Run 1, power grid:
The bar under the picture is 20 um long. Pins as bars on the die edge. Tap cells in grey.
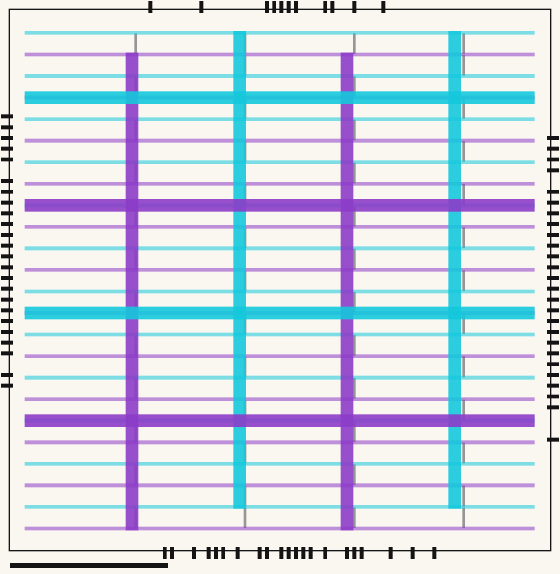
Run 1, sequential cells grouped by signal name:
The bar under the picture is 20 um long. Other sequential cells in the stronger grey, the rest of the logic in the fainter grey.
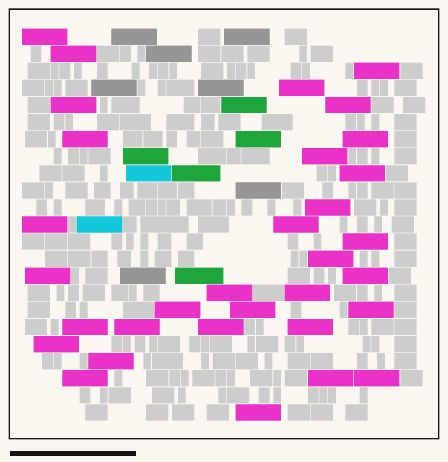
Run 1, placed standard cells:
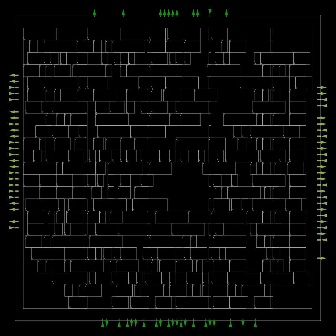
===== config.mk =====
export PLATFORM = sky130hd
export DESIGN_NAME = regfile_dump_reader
export DESIGN_NICKNAME = d
export VERILOG_FILES = /design/src/rtl/regfile_dump_reader_pkg.sv /design/src/rtl/regfile_dump_reader.sv
export SDC_FILE = /design/constraint.sdc
export NUM_CORES = 1
export LEC_CHECK = 0
export CORE_MARGIN = 1.5
export CORE_UTILIZATION = 40
export DETAILED_ROUTE_END_ITERATION = 12
export PLACE_DENSITY = 0.79
export SYNTH_ARGS = -nofsm -noshare
export SYNTH_HDL_FRONTEND = slang
export SYNTH_SLANG_ARGS = --single-unit

===== constraint.sdc =====
create_clock -name clk_i -period 1.9 [get_ports clk_i]
set_clock_uncertainty 0.1 [all_clocks]
set_input_delay 0.19 -clock clk_i [delete_from_list [all_inputs] [get_ports clk_i]]
set_output_delay 0.19 -clock clk_i [all_outputs]
set_load 0.05 [all_outputs]

===== src/rtl/regfile_dump_reader_pkg.sv =====
// -----------------------------------------------------------------------------
// regfile_dump_reader_pkg
//   Shared CPU constants plus the dump reader FSM encoding.
//   REG_ADDR_W / REG_DATA_W are the same widths the regFile uses, so the reader
//   and the register file agree on the geometry of the read port.
// -----------------------------------------------------------------------------
package regfile_dump_reader_pkg;

   localparam int REG_ADDR_W = 5;
   localparam int REG_DATA_W = 32;

   // Dump reader FSM encoding, kept as plain 2-bit constants so the states
   // also show up as readable numbers in older tools and waveform viewers.
   typedef logic [1:0] dump_state_t;

   localparam dump_state_t DUMP_IDLE = 2'd0;
   localparam dump_state_t DUMP_READ = 2'd1;
   localparam dump_state_t DUMP_HOLD = 2'd2;

endpackage


===== src/rtl/regfile_dump_reader.sv =====
// -----------------------------------------------------------------------------
// regfile_dump_reader
//   Debug read-out engine for the register file. A start pulse sweeps the
//   regFile read port from FIRST_ADDR to LAST_ADDR and emits every register as
//   an (address, data) word on a valid/ready stream, followed by a done pulse.
//
//   state | meaning
//   ------+---------------------------------------------------------------
//   IDLE  | rd_addr parked at FIRST_ADDR, waiting for start
//   READ  | rd_addr stable, rd_data captured into the output slice on the edge
//   HOLD  | word presented on the stream, waiting for the handshake
//
// Ports
//   clk_i        clock, all state changes on the rising edge
//   reset_i      synchronous, active-high reset
//   start_i      one-cycle sweep request (ignored while busy or on done)
//   abort_i      cancels a sweep in progress, no done pulse
//   rd_addr_o    regFile read address (RsAddr)
//   rd_data_i    regFile read data, combinational from rd_addr_o
//   out_valid_o  stream word valid
//   out_ready_i  stream sink ready
//   out_addr_o   address of the word on the stream
//   out_data_o   captured register value
//   busy_o       sweep in progress
//   done_o       one-cycle pulse after the final word is accepted
// -----------------------------------------------------------------------------
module regfile_dump_reader
   import regfile_dump_reader_pkg::*;
#(
   parameter int ADDR_W     = REG_ADDR_W,
   parameter int DATA_W     = REG_DATA_W,
   parameter int FIRST_ADDR = 1,
   parameter int LAST_ADDR  = 31
) (
   input  logic              clk_i,
   input  logic              reset_i,
   input  logic              start_i,
   input  logic              abort_i,
   output logic [ADDR_W-1:0] rd_addr_o,
   input  logic [DATA_W-1:0] rd_data_i,
   output logic              out_valid_o,
   input  logic              out_ready_i,
   output logic [ADDR_W-1:0] out_addr_o,
   output logic [DATA_W-1:0] out_data_o,
   output logic              busy_o,
   output logic              done_o
);

   localparam logic [ADDR_W-1:0] FIRST = ADDR_W'(FIRST_ADDR);
   localparam logic [ADDR_W-1:0] LAST  = ADDR_W'(LAST_ADDR);

   if ((FIRST_ADDR > LAST_ADDR) || (FIRST_ADDR < 0) || (LAST_ADDR >= (1 << ADDR_W))) begin : g_bad_range
      $error("regfile_dump_reader: need 0 <= FIRST_ADDR <= LAST_ADDR < 2**ADDR_W");
   end

   dump_state_t       state_q,     state_d;
   logic [ADDR_W-1:0] rd_addr_q,   rd_addr_d;
   logic              out_valid_q, out_valid_d;
   logic [ADDR_W-1:0] out_addr_q,  out_addr_d;
   logic [DATA_W-1:0] out_data_q,  out_data_d;
   logic              done_q,      done_d;

   logic              accept;
   logic              at_last;

   assign accept  = out_valid_q && out_ready_i;
   assign at_last = (rd_addr_q == LAST);

   always_comb begin
      state_d     = state_q;
      rd_addr_d   = rd_addr_q;
      out_valid_d = out_valid_q;
      out_addr_d  = out_addr_q;
      out_data_d  = out_data_q;
      done_d      = 1'b0;

      case (state_q)
         DUMP_IDLE: begin
            rd_addr_d = FIRST;
            // done_q high means the previous sweep is closing this cycle;
            // a start here is dropped so every sweep begins from a clean IDLE.
            if (start_i && !done_q) begin
               state_d = DUMP_READ;
            end
         end

         DUMP_READ: begin
            out_data_d  = rd_data_i;
            out_addr_d  = rd_addr_q;
            out_valid_d = 1'b1;
            state_d     = DUMP_HOLD;
         end

         DUMP_HOLD: begin
            if (accept) begin
               out_valid_d = 1'b0;
               if (at_last) begin
                  // Equality compare terminates the sweep, so the address
                  // never increments past LAST and cannot wrap.
                  done_d    = 1'b1;
                  rd_addr_d = FIRST;
                  state_d   = DUMP_IDLE;
               end else begin
                  rd_addr_d = rd_addr_q + ADDR_W'(1);
                  state_d   = DUMP_READ;
               end
            end
         end

         default: begin
            state_d     = DUMP_IDLE;
            rd_addr_d   = FIRST;
            out_valid_d = 1'b0;
         end
      endcase

      // Abort wins over everything, including a final handshake: that word
      // is considered delivered, but the sweep ends without done.
      if (abort_i && (state_q != DUMP_IDLE)) begin
         state_d     = DUMP_IDLE;
         rd_addr_d   = FIRST;
         out_valid_d = 1'b0;
         done_d      = 1'b0;
      end
   end

   always_ff @(posedge clk_i) begin
      if (reset_i) begin
         state_q     <= DUMP_IDLE;
         rd_addr_q   <= FIRST;
         out_valid_q <= 1'b0;
         out_addr_q  <= '0;
         out_data_q  <= '0;
         done_q      <= 1'b0;
      end else begin
         state_q     <= state_d;
         rd_addr_q   <= rd_addr_d;
         out_valid_q <= out_valid_d;
         out_addr_q  <= out_addr_d;
         out_data_q  <= out_data_d;
         done_q      <= done_d;
      end
   end

   assign rd_addr_o   = rd_addr_q;
   assign out_valid_o = out_valid_q;
   assign out_addr_o  = out_addr_q;
   assign out_data_o  = out_data_q;
   assign busy_o      = (state_q != DUMP_IDLE);
   assign done_o      = done_q;

endmodule


==> results.toml, run 1 <==
# synthesis and place-and-route metrics
[status]
status = "finished, final reports clean"

[global_route]
grt_use_total = 0.195
grt_pass1_vias = 1556

[pwr]
p_comb_frac = 0.196
powerSeq_mw = 1.02
internal_power_mw = 1.44
seq_power_share = 0.515

[placed_design]
port_buffers = 81
place_area_sq_mm = 0.00256
pre_cts_slack_ps = 141

[clock_tree]
clock.latency.late_pin_ps = 290
cts_sinks = 46

[detailed_routing]
wl_per_cell_um = 12.3

[cells_and_area]
nets = 325
final_cells = 335
final-seq-area_sq_um = 923

[sta]
fin_crit_ps = 1840
whs_ps = 339

[synthesis]
simple_gate_share = 0.240
area_leaders = "dfxtp_1 54%, nand2_1 17%, a21oi_1 11%"

[die]
io_pins = 82

[setup_path]
required_ps = 1610
About 'power grid':
legend:
  purple:
    net: VSS
  cyan:
    net: VDD
met1 rails: 24
met5 straps: 4
met4 straps: 4
tap cells: 50
rows: 23
Core Area: 0.00403 sq mm
Die W: 68.2 um

About 'sequential cells grouped by signal name':
legend:
  magenta:
    name_in_the_netlist: out_data_o
    flops: 32
    where: all over the die
  green:
    name_in_the_netlist: rd_addr_o
    flops: 5
  cyan:
    name_in_the_netlist: state_q
    flops: 2
not coloured: 7

About 'placed standard cells':
floorplan row count: 23
# fillers: 364

run 1: synth_stat cells, drive strengths merged:
library cell  instances
clkbuf                2
a22o                  3
nand2b                3
nor4                  1
a21oi                37
buf                   9
dfxtp                46
and2b                 1
o21ai                 1
and4bb                1
a221o                 1
ha                    2
inv                   1
xnor2                 1
and3                  1
a31oi                 1
mux2                  1
o22ai                 1
and2                  1
o21bai                1
a21boi                1
nand3                 2
or2                   1
nand2                77
nor2                  5
nor2b                 1
run 1: final cells by class:
| class | instances | area share |
|---|---|---|
| sequential | 46 | 0.349 |
| tap | 50 | 0.0236 |
| multi-input combinational | 144 | 0.267 |
| inverter | 1 | 0.00142 |
| timing repair buffer | 88 | 0.328 |
| clock buffer | 6 | 0.0312 |
run 1: layout by cell type (no fill, tap or decap), drive strengths merged, types with 2 or more instances in the layout:
cell type / n
nand3: 2
a21oi: 37
dlymetal6s2s: 2
ha: 2
dfxtp: 46
nand2: 77
clkbuf: 6
buf: 7
nand2b: 3
clkdlybuf4s50: 78
nor2: 5
a22o: 3
run 1: final timing paths:
kind,slack (ps),from,to,cells after the start
max,60,rd_addr_o[1],rd_addr_o[1],2
max reg2reg,130,rd_addr_o[0],rd_addr_o[0],7
min,340,rd_data_i[0],out_data_o[0],3
min reg2reg,350,out_data_o[10],out_data_o[10],2
run 1: sequential cells by signal (all words and copies together), names as in the netlist:
signal,cells
out_data_o,32
out_addr_o,5
rd_addr_o,5
state_q,2
done_o,1
out_valid_o,1
run 1: routing by layer:
layer	GRT usage	vias to the layer above	routed length [um]
li1	-	826	-
met1	0.231	732	1890
met2	0.325	58	1870
met3	0.0658	6	324
met4	0.0725	0	44
met5	0	-	0
run 1: timing repair:
action | in CTS | in global routing
resized | 1 | 2
pin swaps | 0 | 0
setup endpoints to repair | 1 | 2
--- run 2 (diff from run 1) ---
clock period = 1.7 ns   (was 1.9 ns; I/O delays follow)
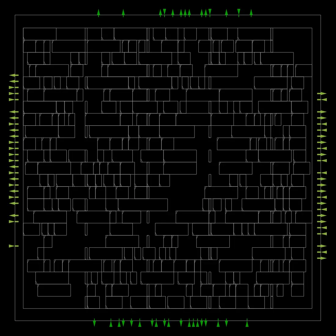
Run 2: placed standard cells
number of sequential cells: 46
# Taps: 50
final core utilization: 0.650

==> run 2 against run 1 <==
- first-iteration DRC count shrank 17%
- sequential share of layout area grew 0.64 points
- highest routed layer unchanged
- sequential cell count is the same
- global-route usage shrank 1.4 points
- critical path type is now reg -> reg
- final area shrank 0.99%
- power grew 18%
==> results.toml, run 2 <==
# synthesis and place-and-route metrics
[status]
status = "finished, final reports clean"

[global_route]
grt_pass1_vias = 1455
grtUsageMet2 = 0.307
met1_usage = 0.213
grt.busiest_layer = "met2"
grt_use_total = 0.181
grt_use_met3 = 0.0658

[setup_path]
required_ps = 1790
endpoint = "rd_addr_o[0]"
reg2reg_from = "rd_addr_o[0]"
r2r_slack_ps = 60
r2r_cells = 7

[cells_and_area]
n_clock_buffer = 7
nets = 330
layout_top_cells = "77 x nand2_1, 57 x buf_4, 42 x dfxtp_1, 37 x a21oi_1, 36 x clkdlybuf4s50_1"
final_cells = 342
seq_area_frac = 0.355
layout.cells.most_common = "nand2_1"
n_all_inverters = 1
final-nonclk-buf-share = 0.301
nFillCells = 371
logic_gate_count = 144
clock_cell_area_share = 0.0406
n_all_buffers = 93
sh_comb_area = 0.278
largest_register_ff_count = 32
dominant_cells = "registers"

[synthesis]
area_leaders = "dfxtp_1 54%, nand2_1 17%, a21oi_1 11%"
synthTopCellsByCount = "77 x nand2_1, 46 x dfxtp_1, 37 x a21oi_1"
yosysMostFrequentCell = "nand2_1"
async_reset_ff_frac = 0

[placed_design]
pre_cts_slack_ps = 38.7

[detailed_routing]
wl_per_cell_um = 11.7

[clock_tree]
clock.latency.late_pin_ps = 290
cts_sinks = 46

[die]
fp-row-count = 23
coreArea_sq_mm = 0.00403
die_x_um = 68.2
io_pins = 82

[sta]
whs_ps = 318
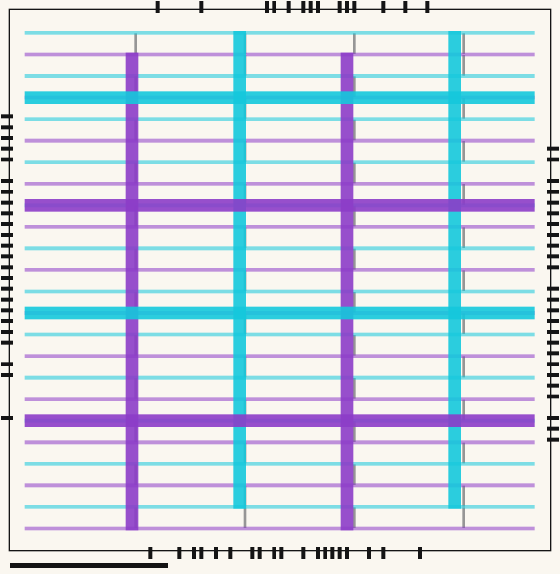
Run 2: power grid
The bar under the picture is 20 um long. Pins as bars on the die edge. Tap cells in grey.
legend:
  cyan:
    net: VDD
  purple:
    net: VSS
signal pins: 82
met4 straps: 4
rows: 23
met5 straps: 4
worst vdd ir: 0.000522 V
die height: 68.2 um

## run 2: report_power, final
group / internal [mW] / switching (mW) / total [mW] / leakage (nW)
combinational: 0.169 / 0.255 / 0.424 / 0.652
sequential: 1.12 / 0.0219 / 1.14 / 0.376
clock: 0.440 / 0.341 / 0.781 / 0.0524
## run 2: repair_timing
action | in CTS | in global routing
resized | 0 | 2
hold endpoints to repair | 0 | 0
setup endpoints to repair | 0 | 1
buffers inserted | 0 | 1
## run 2: worst max-delay path, delay by kind of cell (launching register included)
kind	cells	cell delay, ps
and+or+nand+nor	3	370
adders and majority gates	2	340
DFF	1	360
muxes	1	270
AOI/OAI and AO/OA	1	90
## run 2: logic make-up after synthesis
| logic type | synth area share |
|---|---|
| AOI/OAI and AO/OA | 0.149 |
| muxes | 0.00663 |
| xor gates and xnor gates | 0.00516 |
| adders and majority gates | 0.0147 |
| buffers and inverters | 0.0420 |
| and+or+nand+nor | 0.240 |
| DFF | 0.542 |
## run 2: layer usage
metal  up-vias  wire length, um
met5         -                0
met4         0               43
met3         6              342
met2        60             1940
met1       729             1680
li1        838                -
## run 2: worst min-delay path by stage
stage | start | slack [ps] | to
final | rd_data_i[21] | 320 | out_data_o[21]
after CTS | rd_data_i[3] | 310 | out_data_o[3]
after detailed placement | out_data_o[6] | 350 | out_data_o[6]
after floorplan | reset_i | 160 | rd_addr_o[0]
after global routing | rd_data_i[28] | 310 | out_data_o[28]
after global placement | out_data_o[24] | 340 | out_data_o[24]
## run 2: stage by stage
stage / setup TNS, ps / area [sq um]
after floorplan: 0 / 1720
after global placement: 0 / 2500
after detailed placement: 0 / 2500
final: 0 / 2620
after CTS: 0 / 2600
after global routing: -5.54 / 2620
--- run 3 (diff from run 2) ---
CORE_ASPECT_RATIO = 1.5   (was not set)
CORE_MARGIN = not set   (was 1.5)
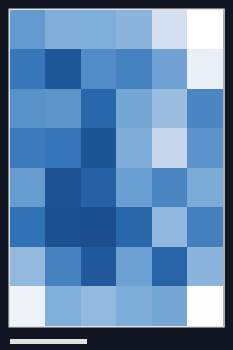
Run 3: cell density map
The bar under the picture is 20 um long. The die is cut into 6 by 8 equal tiles; white is low, dark blue is high, 0 to 100% covered.
tiles over 75% full: 21%
fullest tile: 88%
mean over tiles: 56%
Core Area: 0.00399 sq mm
FP Core Util: 0.425

==> run 3 against run 2 <==
- final cell count is 2.6% lower
- register-to-register slack barely moved
- clock power decreased by about 20%
- synthesized area did not move
- combinational power decreased by 0.9%
- critical path depth unchanged
- fmax grew 0.38%
- highest routed layer unchanged
- die area is 2.8% lower
- global-route usage rose by 1.5 points
- non-clock buffer count decreased by 4
- critical path type unchanged
- worst setup slack improved by 6.2 ps
==> results.toml, run 3 <==
# synthesis and place-and-route metrics
[status]
status = "finished, final reports clean"

[detailed_routing]
firstDrtPassIters = 4
vias = 1630
wl_per_cell_um = 12.7
routed_wl_um = 4240

[placed_design]
place_hpwl_um = 3140

[pwr]
p_clk_frac = 0.285
internal_power_mw = 1.57
p_sw_uw = 605
clock_net_power_uw = 621
power_leader = "sequential cells"
powerSeq_mw = 1.14
peakVddDrop_v = 0.000849
netSwitchingFraction = 0.278
comb-power_uw = 420
seq_power_share = 0.522
p_comb_frac = 0.193

[global_route]
grt_use_total = 0.196
grt_use_met3 = 0.0567
met1_usage = 0.195
grt.busiest_layer = "met2"
grt_pass1_vias = 1529
grtUsageMet2 = 0.380

[die]
fp-row-count = 28
io_pins = 82
die_x_um = 55.2
die_h_um = 81.8

[cells_and_area]
nets = 326
final_cells = 333
layout.cells.most_common = "nand2_1"
layout_top_cells = "77 x nand2_1, 53 x buf_4, 42 x dfxtp_1, 37 x a21oi_1, 36 x clkdlybuf4s50_1"

[synthesis]
area_leaders = "dfxtp_1 54%, nand2_1 17%, a21oi_1 11%"
synthTopCellsByCount = "77 x nand2_1, 46 x dfxtp_1, 37 x a21oi_1"
async_reset_ff_frac = 0

[sta]
maxSlewViolCount = 0
tns_ps = 0

[setup_path]
required_ps = 1790
r2r_cells = 7
reg2reg_from = "rd_addr_o[0]"
endpoint = "rd_addr_o[0]"

[clock_tree]
clockBufferDepth = 2
ctsResizeCount = 0
clock.latency.late_pin_ps = 290
cts_sinks = 46

[hold_path]
hold_end = "out_data_o[4]"
min_from = "rd_data_i[4]"
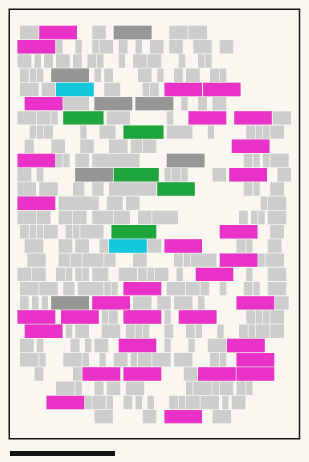
Run 3: sequential cells grouped by signal name
The bar under the picture is 20 um long. Other sequential cells in the stronger grey, the rest of the logic in the fainter grey.
legend:
  cyan:
    name_in_the_netlist: state_q
    flops: 2
  green:
    name_in_the_netlist: rd_addr_o
    flops: 5
    where: middle
  magenta:
    name_in_the_netlist: out_data_o
    flops: 32
    where: all over the die
not coloured: 7

-- run 3: cell types whose count changed in the layout (fill, tap and decap cells not counted), sizes merged --
cell | previous run | this run
clkbuf | 7 | 8
bufinv | 1 | 0
buf | 57 | 53
-- run 3: area by class of cell --
class,count,area [sq um],share of cell area
clock buffers,8,80.1,0.0311
inverters,1,3.75,0.00146
multi-input cells,144,743,0.289
flip-flops and latches,46,931,0.362
well taps,45,56.3,0.0219
repair buffers,89,758,0.295
-- run 3: through the flow --
step	instance area, sq um	hold slack [ps]	setup slack [ps]	util
after floorplan	1720	163	18.4	-
after global placement	2470	343	66.8	0.618
after detailed placement	2470	347	24.1	0.618
after CTS	2550	310	8.56	0.638
after global routing	2570	312	11.2	0.644
final	2570	315	70.0	0.644
-- run 3: worst max-delay path, delay by kind of cell, from the launching register on --
kind | cells | cell delay [ps]
AND/OR/NAND/NOR | 3 | 390
flip-flops | 1 | 360
adder cells (fa/ha/maj) | 2 | 320
multiplexers | 1 | 270
AND-OR/OR-AND | 1 | 80
-- run 3: logic make-up (layout without fill, tap and decap cells) --
logic type	after synthesis	count (layout)	share of synthesized area
AND/OR/NAND/NOR	94	94	0.240
AND-OR/OR-AND	46	46	0.149
flip-flops	46	46	0.542
buffers and inverters	12	98	0.0420
adder cells (fa/ha/maj)	2	2	0.0147
XOR/XNOR	1	1	0.00516
multiplexers	1	1	0.00663
-- run 3: per-layer routing --
metal	wire length, um	share of wire
met5	0	0
met4	89	0.021
met3	228	0.054
met2	2330	0.55
met1	1590	0.37
Power is estimated from default activity; no workload was simulated.
